<file path="src/rtl/uart_pwm_frame_ctrl.sv">
// rtl/uart_pwm_frame_ctrl.sv - UART byte-stream frame parser driving double-buffered PWM outputs
//
// Parses frames of the form SYNC_BYTE, 2*NUM_CH payload bytes (one 16-bit
// word per channel, channel 0 first, high byte first), then an XOR checksum.
// Good frames load a shadow duty set; the shadow is copied to the active set
// only at the last count of a PWM period, so every channel changes together.
//
// Ports:
//   clk        in   system clock
//   rst_n      in   asynchronous active-low reset
//   rx_data    in   [7:0] received byte
//   rx_valid   in   one-cycle strobe qualifying rx_data
//   pwm_out    out  [NUM_CH-1:0] registered PWM outputs
//   frame_ok   out  pulse: frame checksum matched
//   frame_err  out  pulse: checksum mismatch or inter-byte timeout
//   commit     out  pulse: shadow duties loaded into active set
//   busy       out  high while a frame is being received (PAYLOAD/CHECK)
//   pkt_count  out  [3:0] good-frame counter, wraps
module uart_pwm_frame_ctrl #(
  parameter int unsigned NUM_CH       = 9,
  parameter int unsigned PWM_W        = 16,
  parameter logic [7:0]  SYNC_BYTE    = 8'hA5,
  parameter int unsigned TIMEOUT_CLKS = 8680
) (
  input  logic              clk,
  input  logic              rst_n,
  input  logic [7:0]        rx_data,
  input  logic              rx_valid,
  output logic [NUM_CH-1:0] pwm_out,
  output logic              frame_ok,
  output logic              frame_err,
  output logic              commit,
  output logic              busy,
  output logic [3:0]        pkt_count
);

  localparam int unsigned NBYTES = 2 * NUM_CH;
  localparam int unsigned IDX_W  = $clog2(NBYTES);
  localparam int unsigned TMO_W  = $clog2(TIMEOUT_CLKS + 1);

  typedef enum logic [1:0] {S_IDLE, S_PAYLOAD, S_CHECK} state_t;

  state_t             state_q, state_d;
  logic [IDX_W-1:0]   idx_q, idx_d;
  logic [7:0]         xor_q, xor_d;
  logic [TMO_W-1:0]   tmo_q, tmo_d;
  logic [7:0]         rx_buf_q [NBYTES];
  logic [7:0]         rx_buf_d [NBYTES];
  logic [PWM_W-1:0]   shadow_q [NUM_CH];
  logic [PWM_W-1:0]   shadow_d [NUM_CH];
  logic [PWM_W-1:0]   active_q [NUM_CH];
  logic [PWM_W-1:0]   active_d [NUM_CH];
  logic               pending_q, pending_d;
  logic [PWM_W-1:0]   cnt_q, cnt_d;
  logic [NUM_CH-1:0]  pwm_q, pwm_d;
  logic               frame_ok_q, frame_ok_d;
  logic               frame_err_q, frame_err_d;
  logic               commit_q, commit_d;
  logic               busy_q, busy_d;
  logic [3:0]         pkt_q, pkt_d;

  logic               in_frame;
  logic               timeout;
  logic               good;
  logic [15:0]        word;

  always_comb begin
    state_d     = state_q;
    idx_d       = idx_q;
    xor_d       = xor_q;
    rx_buf_d    = rx_buf_q;
    shadow_d    = shadow_q;
    active_d    = active_q;
    pending_d   = pending_q;
    pkt_d       = pkt_q;
    frame_ok_d  = 1'b0;
    frame_err_d = 1'b0;
    commit_d    = 1'b0;
    good        = 1'b0;
    word        = '0;
    cnt_d       = cnt_q + 1'b1;

    // A byte arriving in the same cycle the idle count expires wins: the
    // counter is only considered expired when no byte is present.
    in_frame = (state_q != S_IDLE);
    tmo_d    = (in_frame && !rx_valid) ? tmo_q + 1'b1 : '0;
    timeout  = in_frame && !rx_valid && (tmo_q == TMO_W'(TIMEOUT_CLKS - 1));

    case (state_q)
      S_IDLE: begin
        if (rx_valid && rx_data == SYNC_BYTE) begin
          state_d = S_PAYLOAD;
          idx_d   = '0;
          xor_d   = '0;
        end
      end
      S_PAYLOAD: begin
        // SYNC_BYTE values here are ordinary payload, never a resync.
        if (rx_valid) begin
          rx_buf_d[idx_q] = rx_data;
          xor_d           = xor_q ^ rx_data;
          idx_d           = idx_q + 1'b1;
          if (idx_q == IDX_W'(NBYTES - 1)) state_d = S_CHECK;
        end else if (timeout) begin
          state_d     = S_IDLE;
          frame_err_d = 1'b1;
        end
      end
      S_CHECK: begin
        if (rx_valid) begin
          state_d = S_IDLE;
          if (rx_data == xor_q) begin
            good       = 1'b1;
            frame_ok_d = 1'b1;
            pkt_d      = pkt_q + 4'd1;
          end else begin
            frame_err_d = 1'b1;
          end
        end else if (timeout) begin
          state_d     = S_IDLE;
          frame_err_d = 1'b1;
        end
      end
      default: state_d = S_IDLE;
    endcase

    // Boundary commit reads shadow_q, so a frame accepted in this same cycle
    // is not included; it re-arms pending for the next boundary below.
    if (cnt_q == '1 && pending_q) begin
      active_d  = shadow_q;
      pending_d = 1'b0;
      commit_d  = 1'b1;
    end

    if (good) begin
      pending_d = 1'b1;
      for (int i = 0; i < NUM_CH; i++) begin
        word        = {rx_buf_q[2*i], rx_buf_q[2*i+1]};
        shadow_d[i] = PWM_W'(word >> (16 - PWM_W));
      end
    end

    for (int i = 0; i < NUM_CH; i++) begin
      pwm_d[i] = (cnt_q < active_q[i]);
    end

    busy_d = (state_d != S_IDLE);
  end

  always_ff @(posedge clk or negedge rst_n) begin
    if (!rst_n) begin
      state_q     <= S_IDLE;
      idx_q       <= '0;
      xor_q       <= '0;
      tmo_q       <= '0;
      rx_buf_q    <= '{default: '0};
      shadow_q    <= '{default: '0};
      active_q    <= '{default: '0};
      pending_q   <= 1'b0;
      cnt_q       <= '0;
      pwm_q       <= '0;
      frame_ok_q  <= 1'b0;
      frame_err_q <= 1'b0;
      commit_q    <= 1'b0;
      busy_q      <= 1'b0;
      pkt_q       <= '0;
    end else begin
      state_q     <= state_d;
      idx_q       <= idx_d;
      xor_q       <= xor_d;
      tmo_q       <= tmo_d;
      rx_buf_q    <= rx_buf_d;
      shadow_q    <= shadow_d;
      active_q    <= active_d;
      pending_q   <= pending_d;
      cnt_q       <= cnt_d;
      pwm_q       <= pwm_d;
      frame_ok_q  <= frame_ok_d;
      frame_err_q <= frame_err_d;
      commit_q    <= commit_d;
      busy_q      <= busy_d;
      pkt_q       <= pkt_d;
    end
  end

  assign pwm_out   = pwm_q;
  assign frame_ok  = frame_ok_q;
  assign frame_err = frame_err_q;
  assign commit    = commit_q;
  assign busy      = busy_q;
  assign pkt_count = pkt_q;

endmodule

</file>
<file path="config.mk">
export PLATFORM = sky130hd
export DESIGN_NAME = uart_pwm_frame_ctrl
export DESIGN_NICKNAME = d
export VERILOG_FILES = /design/src/rtl/uart_pwm_frame_ctrl.sv
export SDC_FILE = /design/constraint.sdc
export NUM_CORES = 1
export LEC_CHECK = 0
export ABC_AREA = 1
export CELL_PAD_IN_SITES_DETAIL_PLACEMENT = 0
export CELL_PAD_IN_SITES_GLOBAL_PLACEMENT = 2
export CORE_MARGIN = 1
export CORE_UTILIZATION = 45
export CTS_BUF_LIST = sky130_fd_sc_hd__clkbuf_8
export DETAILED_ROUTE_END_ITERATION = 7
export GPL_TIMING_DRIVEN = 0
export PLACE_DENSITY = 0.95
export RECOVER_POWER = 100
export SLEW_MARGIN = 25
export SYNTH_ARGS = -nofsm -noshare
export SYNTH_HDL_FRONTEND = slang
export SYNTH_SLANG_ARGS = --single-unit
</file>
<file path="constraint.sdc">
create_clock -name clk -period 5.55 [get_ports clk]
set_input_delay 1.665 -clock clk [delete_from_list [all_inputs] [get_ports clk]]
set_output_delay 1.665 -clock clk [all_outputs]
set_load 0.1 [all_outputs]
</file>
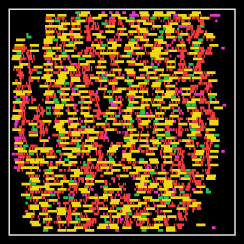
Figure 1: cells coloured by class.
Drawn at 1 px/µm.
Key: clock drivers and dummy loads = green [cells 140, share of their area 6.6%]; registers = yellow [cells 495, share of their area 51%]; remaining buffers and delay cells = magenta [cells 141, share of their area 3.5%]; remaining logic cells = red [cells 1895, share of their area 39%]

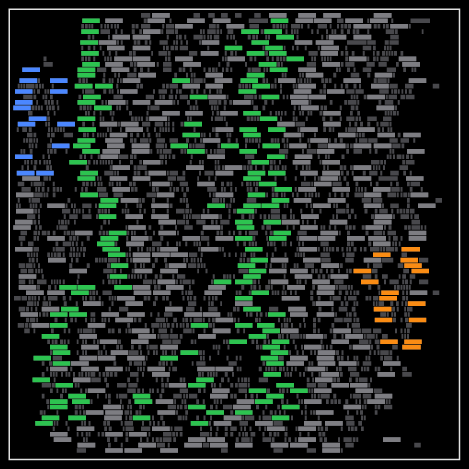
Figure 2: sequential cells grouped by signal name.
Drawn at 2 px/µm.
Key: `tmo_q` = blue [placed flops 14, where upper left]; `cnt_q` = orange [placed flops 16]; `rx_buf_q` = green [placed flops 144]
Reg area: 0.0124 mm²
Core Util, Final: 0.512

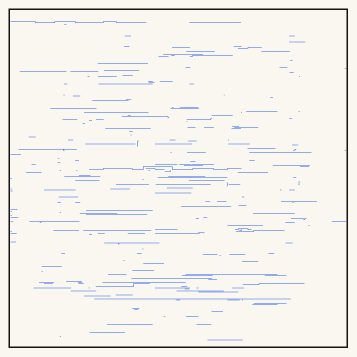
Figure 3: signal wires on met3.
Drawn at 1.5 px/µm.
The wires run mostly horizontal. The layer carries 2970 µm of wire. 118 nets have wire on it. The longest straight run is 131 µm.
Post-Route WL: 58600 µm
Via Count: 16900
met3 Track Usage GR: 0.0404

==> qor.txt <==
routability-driven placement congestion ratio: 0.794
min-delay src: tmo_q[0]
R2R Setup Slk: 1.24 ns
GRT Total Usage: 0.243
initial antenna violation count: 1
setup violators final: 0
clk slew on worst S/H paths: 0.05 ns
distinct lib cells: 30
# DRC: 0
most frequent logic cell in the layout: nand2_1
ys flops: 495
RSZ-0062 raised after global routing: false
max-cap violation count: 1
Critical path origin: rx_data[5]
Slew Limit Fails: 28
DR WL met3: 2970 µm
die height: 224 µm
M1 GR Usage: 0.336
Max Used Layer: met4
simple-gate share of the synthesized area: 0.202
clk buf depth: 3
r2r endpoint: active_q[123]
Comb gate area: 0.00850 mm²
status: complete, but fails checks
Post-synth top flop: dfrtp_1
Num CTS Buffers: 86
GR Overflow Total: 0
first-pass GRT wire length: 93200 µm
R2R Path Start: cnt_q[1]
Placed Instances: 3195
Startpoint Class: input pin
synth warn: 0
worst-margin pin slew: 1.83 ns
dpl hpwl: 38000 µm
Total Power: 7980 µW
count leader, synth: nand2_1
# Post-CTS Setup Buffers: 0
failing checks: max-capacitance violations, max-slew violations
Final ANT Viol Nets: 0
Yosys Instances: 2499
chip area: 0.0503 mm²
nets: 2776
Worst Hold End: tmo_q[0]
DRT met1 WL: 27100 µm
FF-to-FF path depth: 8
Worst EP required: 6.12 ns
Max IR drop VDD: 0.186 mV
share of cells above drive strength 1: 0.0592
biggest area cells: dfrtp_1 (56%), nand2_1 (14%), ha_1 (8.2%)
largest net degree at the start of global routing: 97
critical path type: input pin to flip-flop
CTS resizes: 0
Top logic family: simple AND/OR/NAND/NOR gates
clock tree sinks: 495
tool warnings: 32
mapped cell area: 0.0222 mm²
1st-pass router iterations: 5
Post-CTS Hold Buffers: 0
Root Buffer: clkbuf_8
Yosys chip area: 0.0222 mm²
final hold violation count: 0
pwr dens: 319 mW/mm²
number of enable flip-flop cells: 0
post-route cell area: 0.0250 mm²
adder share: 0.0821
hold slack: 0.458 ns
area fraction in mux cells: 0
Cells after Synth: 2499
Regs by FF count: active_q x144, rx_buf_q x144, shadow_q x144
Via density: 5.05
Top-area cell share: 0.557
worst hold path stage count: 1
cell type with the largest total area: dfrtp_1
vias in the first global route: 16700
most frequent cells after synthesis: nand2_1 (843), dfrtp_1 (495), o21ai_0 (289)
# diodes: 0
Area Overhead vs Synth: 12.3%
Final min period: 4.40 ns
crit path max fanout: 10
Skew-Pair Late Insertion Delay: 0.65 ns
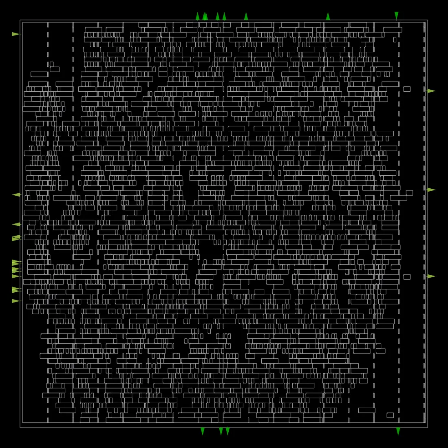
Figure 4: cell outlines without signal wires.
row count: 81
Fillers: 4744
Tapcells: 664

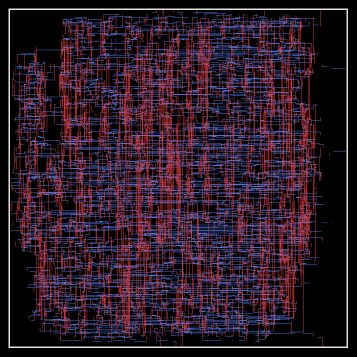
Figure 5: routed metal, one colour a layer.
Drawn at 1.5 px/µm. Two of the layers only.
Key: M1 = blue [wire length 27.1 mm]; M2 = red [wire length 26.7 mm]

[final cells by class]
type	instances	area share
Sequential cell	495	0.496
Clock inverter	34	0.00576
Clock buffer	106	0.0584
Tap cell	664	0.0332
Inverter	216	0.0324
Timing Repair Buffer	32	0.0151
Buffer	109	0.0189
Multi-Input combinational cell	1679	0.340
[critical path, stage by stage]
cell and delay (ns):
dlygate4sd3_1 0.58, inv_1 0.43, nand2_1 0.10, nand2_1 0.10
nand2_1 0.05, nor2_1 0.21, nand3_1 0.42, inv_1 0.31
clkbuf_1 0.59, buf_2 0.32, nand2_1 0.10, nand2_1 0.06
[report_power, final]
group	internal (µW)	switching, µW
sequential	3990	234
clock	1700	1440
combinational	223	400
Power is estimated from default activity; no workload was simulated.
